floorplan.png
Scale bar: 20 um. Pins as bars on the die edge.
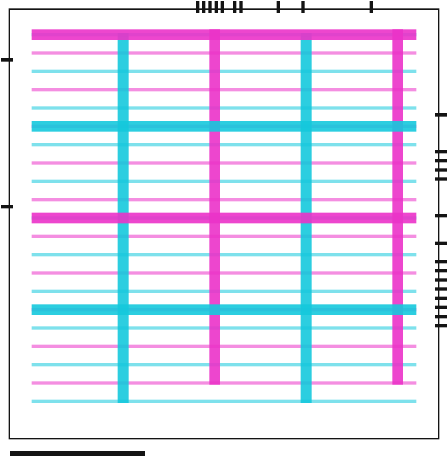
class_map.png
Scale bar: 20 um.
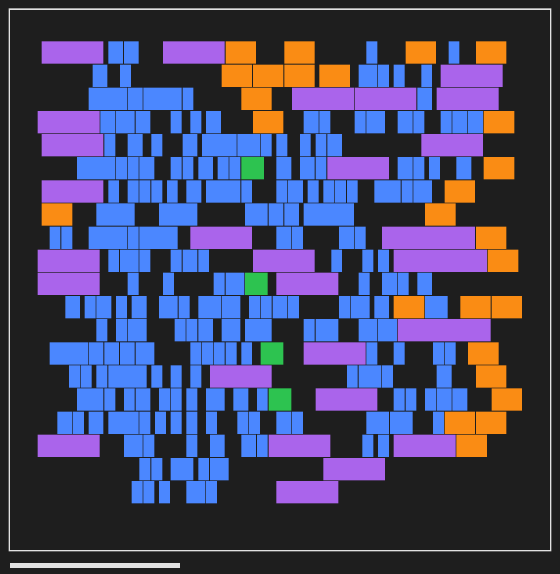
clock_wires.png
Scale bar: 20 um.
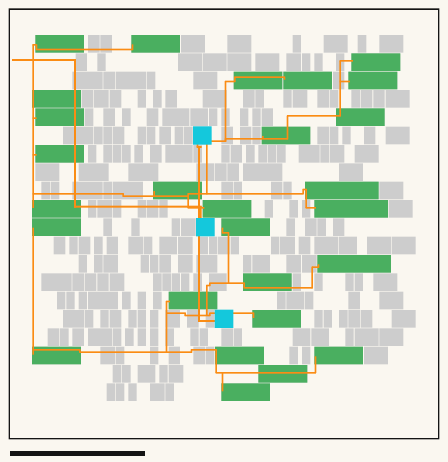
layers.png
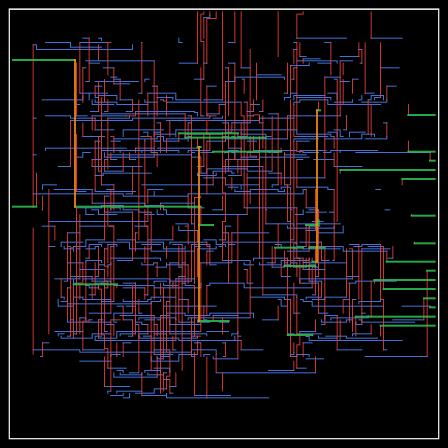
==> config.mk <==
export PLATFORM = sky130hd
export DESIGN_NAME = unibus_arb
export DESIGN_NICKNAME = d
export VERILOG_FILES = /design/src/rtl/unibus_pkg.sv /design/src/rtl/br_prio_enc.sv /design/src/rtl/unibus_arb.sv
export SDC_FILE = /design/constraint.sdc
export NUM_CORES = 1
export LEC_CHECK = 0
export ABC_AREA = 1
export CORE_MARGIN = 3
export CORE_UTILIZATION = 50
export DETAILED_ROUTE_END_ITERATION = 8
export PLACE_DENSITY = 0.75
export REMOVE_ABC_BUFFERS = 1
export SYNTH_ARGS = -nofsm -noshare
export SYNTH_HDL_FRONTEND = slang
export SYNTH_SLANG_ARGS = --single-unit
==> constraint.sdc <==
create_clock -name clk -period 3.6 [get_ports clk]
set_input_delay 0.54 -clock clk [delete_from_list [all_inputs] [get_ports clk]]
set_output_delay 0.54 -clock clk [all_outputs]
set_load 0.02 [all_outputs]
==> src/rtl/unibus_pkg.sv <==
// Shared types and default configuration for the UNIBUS BR/NPR arbiter.
package unibus_pkg;

  typedef enum logic [1:0] {
    ST_IDLE   = 2'd0,
    ST_SAMPLE = 2'd1,
    ST_GRANT  = 2'd2,
    ST_SACKED = 2'd3
  } arb_state_e;

  localparam int DEF_NBR       = 4;
  localparam int DEF_BASE_PL   = 4;
  localparam int DEF_SACK_FILT = 2;
  localparam int DEF_SACK_TO   = 200;

endpackage : unibus_pkg

==> src/rtl/br_prio_enc.sv <==
// Highest-level eligible BR selector: a level wins only if it is above the
// processor priority; the result is one-hot plus the winning level number.
module br_prio_enc
  import unibus_pkg::*;
#(
  parameter int NBR     = DEF_NBR,
  parameter int BASE_PL = DEF_BASE_PL
) (
  input  logic [NBR-1:0] req_i,
  input  logic [2:0]     ps_pl_i,
  output logic [NBR-1:0] onehot_o,
  output logic [2:0]     level_o,
  output logic           any_o
);

  // NOTE: every output gets a default before the loop so no latch is inferred.
  always_comb begin
    onehot_o = '0;
    level_o  = '0;
    any_o    = 1'b0;
    // Ascending scan: the last eligible hit is the highest level.
    for (int i = 0; i < NBR; i++) begin
      if (req_i[i] && ((BASE_PL + i) > int'(ps_pl_i))) begin
        onehot_o    = '0;
        onehot_o[i] = 1'b1;
        level_o     = 3'(BASE_PL + i);
        any_o       = 1'b1;
      end
    end
  end

endmodule : br_prio_enc

==> src/rtl/unibus_arb.sv <==
// UNIBUS bus arbiter: samples BR/NPR requests, issues one grant at a time,
// waits for a filtered SACK (or times out), then for the bus to go idle.
module unibus_arb
  import unibus_pkg::*;
#(
  parameter int NBR       = DEF_NBR,
  parameter int BASE_PL   = DEF_BASE_PL,
  parameter int SACK_FILT = DEF_SACK_FILT,
  parameter int SACK_TO   = DEF_SACK_TO
) (
  input  logic           clk,
  input  logic           reset,
  input  logic [2:0]     ps_pl,
  input  logic           arb_req,
  input  logic           npr_en,
  input  logic [NBR-1:0] bus_br,
  input  logic           bus_npr,
  input  logic           bus_sack,
  input  logic           bus_bbsy,
  input  logic           bus_init,
  input  logic           bus_pwr_lo,
  output logic [NBR-1:0] bus_bg,
  output logic           bus_npg,
  output logic           brq,
  output logic [2:0]     grant_pl,
  output logic           nosack,
  output logic           busy
);

  localparam int CW = $clog2(SACK_TO + 1);
  localparam int FW = $clog2(SACK_FILT + 1);

  arb_state_e     state_q;
  logic [NBR-1:0] br_lat_q;
  logic           npr_lat_q;
  logic           arb_lat_q;
  logic [CW-1:0]  to_cnt_q;
  logic [FW-1:0]  sack_cnt_q;
  logic [NBR-1:0] bg_q;
  logic           npg_q;
  logic [2:0]     grant_pl_q;
  logic           nosack_q;

  logic [NBR-1:0] lat_onehot;
  logic [2:0]     lat_level;
  logic           lat_any;
  logic [NBR-1:0] live_onehot;
  logic [2:0]     live_level;
  logic           live_any;

  logic           npr_go;
  logic [CW-1:0]  to_cnt_inc;
  logic           timeout;
  logic [FW-1:0]  sack_cnt_inc;
  logic           sack_ok;

  // Latched requests decide the grant; live requests only drive brq.
  br_prio_enc #(.NBR(NBR), .BASE_PL(BASE_PL)) u_enc_lat (
    .req_i    (br_lat_q),
    .ps_pl_i  (ps_pl),
    .onehot_o (lat_onehot),
    .level_o  (lat_level),
    .any_o    (lat_any)
  );

  br_prio_enc #(.NBR(NBR), .BASE_PL(BASE_PL)) u_enc_live (
    .req_i    (bus_br),
    .ps_pl_i  (ps_pl),
    .onehot_o (live_onehot),
    .level_o  (live_level),
    .any_o    (live_any)
  );

  assign npr_go       = bus_npr & npr_en & ~bus_pwr_lo;
  assign to_cnt_inc   = (to_cnt_q == CW'(SACK_TO)) ? to_cnt_q : to_cnt_q + 1'b1;
  assign timeout      = (to_cnt_inc == CW'(SACK_TO));
  assign sack_cnt_inc = (sack_cnt_q == FW'(SACK_FILT)) ? sack_cnt_q : sack_cnt_q + 1'b1;
  // SACK counts as asserted on the SACK_FILT-th consecutive high sample.
  assign sack_ok      = bus_sack && (sack_cnt_q >= FW'(SACK_FILT - 1));

  // NOTE: all state uses non-blocking assignments so every register sees
  // pre-edge values regardless of statement order.
  always_ff @(posedge clk) begin
    if (reset || bus_init) begin
      state_q    <= ST_IDLE;
      br_lat_q   <= '0;
      npr_lat_q  <= 1'b0;
      arb_lat_q  <= 1'b0;
      to_cnt_q   <= '0;
      sack_cnt_q <= '0;
      bg_q       <= '0;
      npg_q      <= 1'b0;
      nosack_q   <= 1'b0;
      if (reset) grant_pl_q <= '0;
    end else begin
      nosack_q <= 1'b0;
      case (state_q)
        ST_IDLE: begin
          if (arb_req || npr_go) begin
            br_lat_q  <= bus_br;
            npr_lat_q <= npr_go;
            arb_lat_q <= arb_req;
            state_q   <= ST_SAMPLE;
          end
        end
        ST_SAMPLE: begin
          to_cnt_q   <= '0;
          sack_cnt_q <= '0;
          br_lat_q   <= '0;
          npr_lat_q  <= 1'b0;
          arb_lat_q  <= 1'b0;
          if (npr_lat_q) begin
            npg_q   <= 1'b1;
            state_q <= ST_GRANT;
          end else if (arb_lat_q && lat_any) begin
            bg_q       <= lat_onehot;
            grant_pl_q <= lat_level;
            state_q    <= ST_GRANT;
          end else begin
            state_q <= ST_IDLE;
          end
        end
        ST_GRANT: begin
          to_cnt_q   <= to_cnt_inc;
          sack_cnt_q <= bus_sack ? sack_cnt_inc : '0;
          if (sack_ok) begin
            bg_q    <= '0;
            npg_q   <= 1'b0;
            state_q <= ST_SACKED;
          end else if (timeout) begin
            bg_q     <= '0;
            npg_q    <= 1'b0;
            nosack_q <= 1'b1;
            state_q  <= ST_IDLE;
          end
        end
        ST_SACKED: begin
          sack_cnt_q <= '0;
          if (!bus_sack && !bus_bbsy) state_q <= ST_IDLE;
        end
        default: state_q <= ST_IDLE;
      endcase
    end
  end

  assign bus_bg   = bg_q;
  assign bus_npg  = npg_q;
  assign grant_pl = grant_pl_q;
  assign nosack   = nosack_q;
  assign busy     = (state_q != ST_IDLE);
  assign brq      = live_any;

endmodule : unibus_arb

==> results.json <==
{
  "largest_register": "to_cnt_q",
  "cts_sinks": 27,
  "yosys_area_um2": 1650,
  "io_buffers": 26,
  "fin_crit_sh": 0.693,
  "signal_buffers": 26,
  "finalMaxSlewViolations": 0,
  "mi_logic_area_um2": 943,
  "fmax_mhz": 401,
  "finalPower_w": 0.000592,
  "layout_setup_ws_ns": 1.11,
  "simple_gate_share": 0.362,
  "synth_cell_types": 32,
  "status": "complete, no violations",
  "critical-path-top-delay-family": "buffers and inverters",
  "ys_seq_frac": 0.345,
  "async_flop_share": 0,
  "cp.arrival_ns": 1.95,
  "worstSetupPathType": "input port to output pin",
  "cp.depth": 5,
  "crit_start": "ps_pl[2]",
  "setup_viol": 0,
  "dp_cells": 306,
  "rsz0062_at_grt": "no",
  "ys_cells": 241,
  "cts_buffers": 3,
  "p_seq_frac": 0.540,
  "cpMostUsedCell": "clkdlybuf4s50_1",
  "syn-mean-instance-area_um2": 6.86,
  "flop_cell": "dfxtp_1",
  "n_all_inverters": 29,
  "grt_start_max_net_pins": 20,
  "cp_max_fo": 4,
  "n_fill_cell": 307,
  "rr_worst_depth": 4,
  "worst_pin_slew_ns": 0.658,
  "synth.logic.top_family": "simple AND/OR/NAND/NOR gates",
  "mux_share": 0,
  "worstSetupEndpointType": "output pin",
  "nClkBuffers": 3,
  "hold_viol_final": 0,
  "logic_gate_count": 180,
  "clock_skew_ns": 0.00955,
  "largest_reg_flops": 8,
  "tritoncts": "done",
  "drv_cap": 0,
  "ys_ff": 27,
  "drive_above_1_share": 0.0789,
  "hp-class": "flip-flop to flip-flop",
  "grt_pass1_vias": 1503,
  "num_antenna_cells": 0,
  "drt-total-wl_mm": 3.60,
  "largest_class": "combinational gates",
  "slew_headroom": 0.556,
  "comb_area_share": 0.479,
  "syn2layout_area_growth_pct": 19.1,
  "lay_top_cells": "nand2_1, nor2_1, clkdlybuf4s50_1, inv_1, dfxtp_1",
  "drt_pre_antenna_iters": 4,
  "synth-edff-count": 3,
  "endpoint": "brq",
  "ff_count": 27,
  "lay_top_count": "nand2_1",
  "drcViolationCount": 0,
  "aoi_share": 0.130,
  "rr_startpoint": "state_q[1]$_SDFFE_PN0P_",
  "cts_buffer_depth": 2,
  "netlist_area_um2": 1650,
  "drt_iter0_markers": 50,
  "switchingPower_w": 0.000180,
  "p_int_w": 0.000411,
  "slowest_delay_ns": 0.54,
  "grt_use_total": 0.196,
  "gp_congestion": 0.871,
  "io_pins": 27,
  "path_cells": "clkdlybuf4s50_1 -> nand2_1 -> a22oi_1 -> nand3_1 -> clkdlybuf4s50_1",
  "vias_per_cell": 5.06,
  "leakagePower_nw": 0.765,
  "dpl-instance-area_um2": 1940,
  "dieArea_um2": 4030,
  "slowest_stage": "clkdlybuf4s50_1",
  "root_buffer": "clkbuf_4",
  "hold-worst-slack_ns": 0.472,
  "startpoint_type": "input port",
  "cts_setup_buffers": 0,
  "reg2reg_slack_ns": 1.61,
  "htreeDepth": 1,
  "dp_slack_ns": 1.10,
  "grt_pass1_wl_mm": 6.45,
  "ys_warn_count": 0,
  "critPathBufInv": 2
}
About floorplan.png:
net	color
VDD	magenta
VSS	cyan
met5 straps	4
met4 straps	4
signal pins	27
rows	20
met1 rails	21
core area: 3100 um^2
Die Height: 63.5 um
Die W: 63.5 um
VDD IR-drop max: 0.179 mV

About class_map.png:
class	color	cells	share of their area
remaining logic cells	blue	209	55%
sequential cells	purple	27	30%
clock drivers and dummy loads	green	4	1.6%
remaining buffers and delay cells	orange	26	14%
FP Rows: 20
flop share of the area: 0.290
Core Util, Final: 0.634
final instance area: 1970 um^2

About clock_wires.png:
[flip-flops] green | count: 27
[clock-net drivers] cyan | count: 3
[clock wires] orange | length: 367 um
flops lie	all over the die
clk ins delay skew pair: 0.34 ns
clock-net power: 0.000144 W
Clock power frac: 0.244

About layers.png:
layer	color	wire length
M2	red	1620 um
M1	blue	1740 um
M4	orange	70.0 um
M3	green	174 um
wire per inst: 11.6 um
Vias: 1569

-- how the worst min path moves through the flow --
stage                                 startpoint                      to  cells after the start
after floorplan           npr_lat_q$_SDFFE_PN0P_  npr_lat_q$_SDFFE_PN0P_                      2
after CTS                   bus_npg$_SDFFE_PN0P_    bus_npg$_SDFFE_PN0P_                      2
after detailed placement    bus_npg$_SDFFE_PN0P_    bus_npg$_SDFFE_PN0P_                      2
after global routing        bus_npg$_SDFFE_PN0P_    bus_npg$_SDFFE_PN0P_                      2
final                       bus_npg$_SDFFE_PN0P_    bus_npg$_SDFFE_PN0P_                      2
after global placement    bus_bg[0]$_SDFFE_PN0P_  bus_bg[0]$_SDFFE_PN0P_                      2
-- power groups by stage --
| stage | Combinational (W) | Sequential [W] | Clock (W) |
|---|---|---|---|
| 2_1_floorplan | 0.0000745 | 0.000331 | 0 |
| 5_1_grt | 0.000144 | 0.000321 | 0.000155 |
| 4_1_cts | 0.000128 | 0.000320 | 0.000149 |
| 6_report | 0.000128 | 0.000320 | 0.000144 |
| 3_5_place_dp | 0.000127 | 0.000326 | 0 |
| 3_3_place_gp | 0.000127 | 0.000326 | 0 |
-- cell usage after synthesis, types with 2 or more instances --
master	instances	area share
a21oi_1	21	0.064
a22oi_1	5	0.023
clkbuf_1	3	0.0068
dfxtp_1	24	0.29
edfxtp_1	3	0.055
ha_1	9	0.068
inv_1	25	0.057
inv_2	3	0.0068
nand2_1	60	0.14
nand2_2	6	0.023
nand2_4	2	0.014
nand3_1	21	0.064
nand4_1	5	0.019
nor2_1	28	0.064
nor2_2	4	0.015
nor3_1	3	0.0091
o21ai_0	3	0.0091
xor2_1	2	0.011
-- layer usage --
layer | track usage | routed length [um]
met1 | 0.249 | 1740
met2 | 0.326 | 1620
met3 | 0.0303 | 174
met4 | 0.0836 | 70
met5 | 0 | 0
Power and IR drop assume default switching activity.
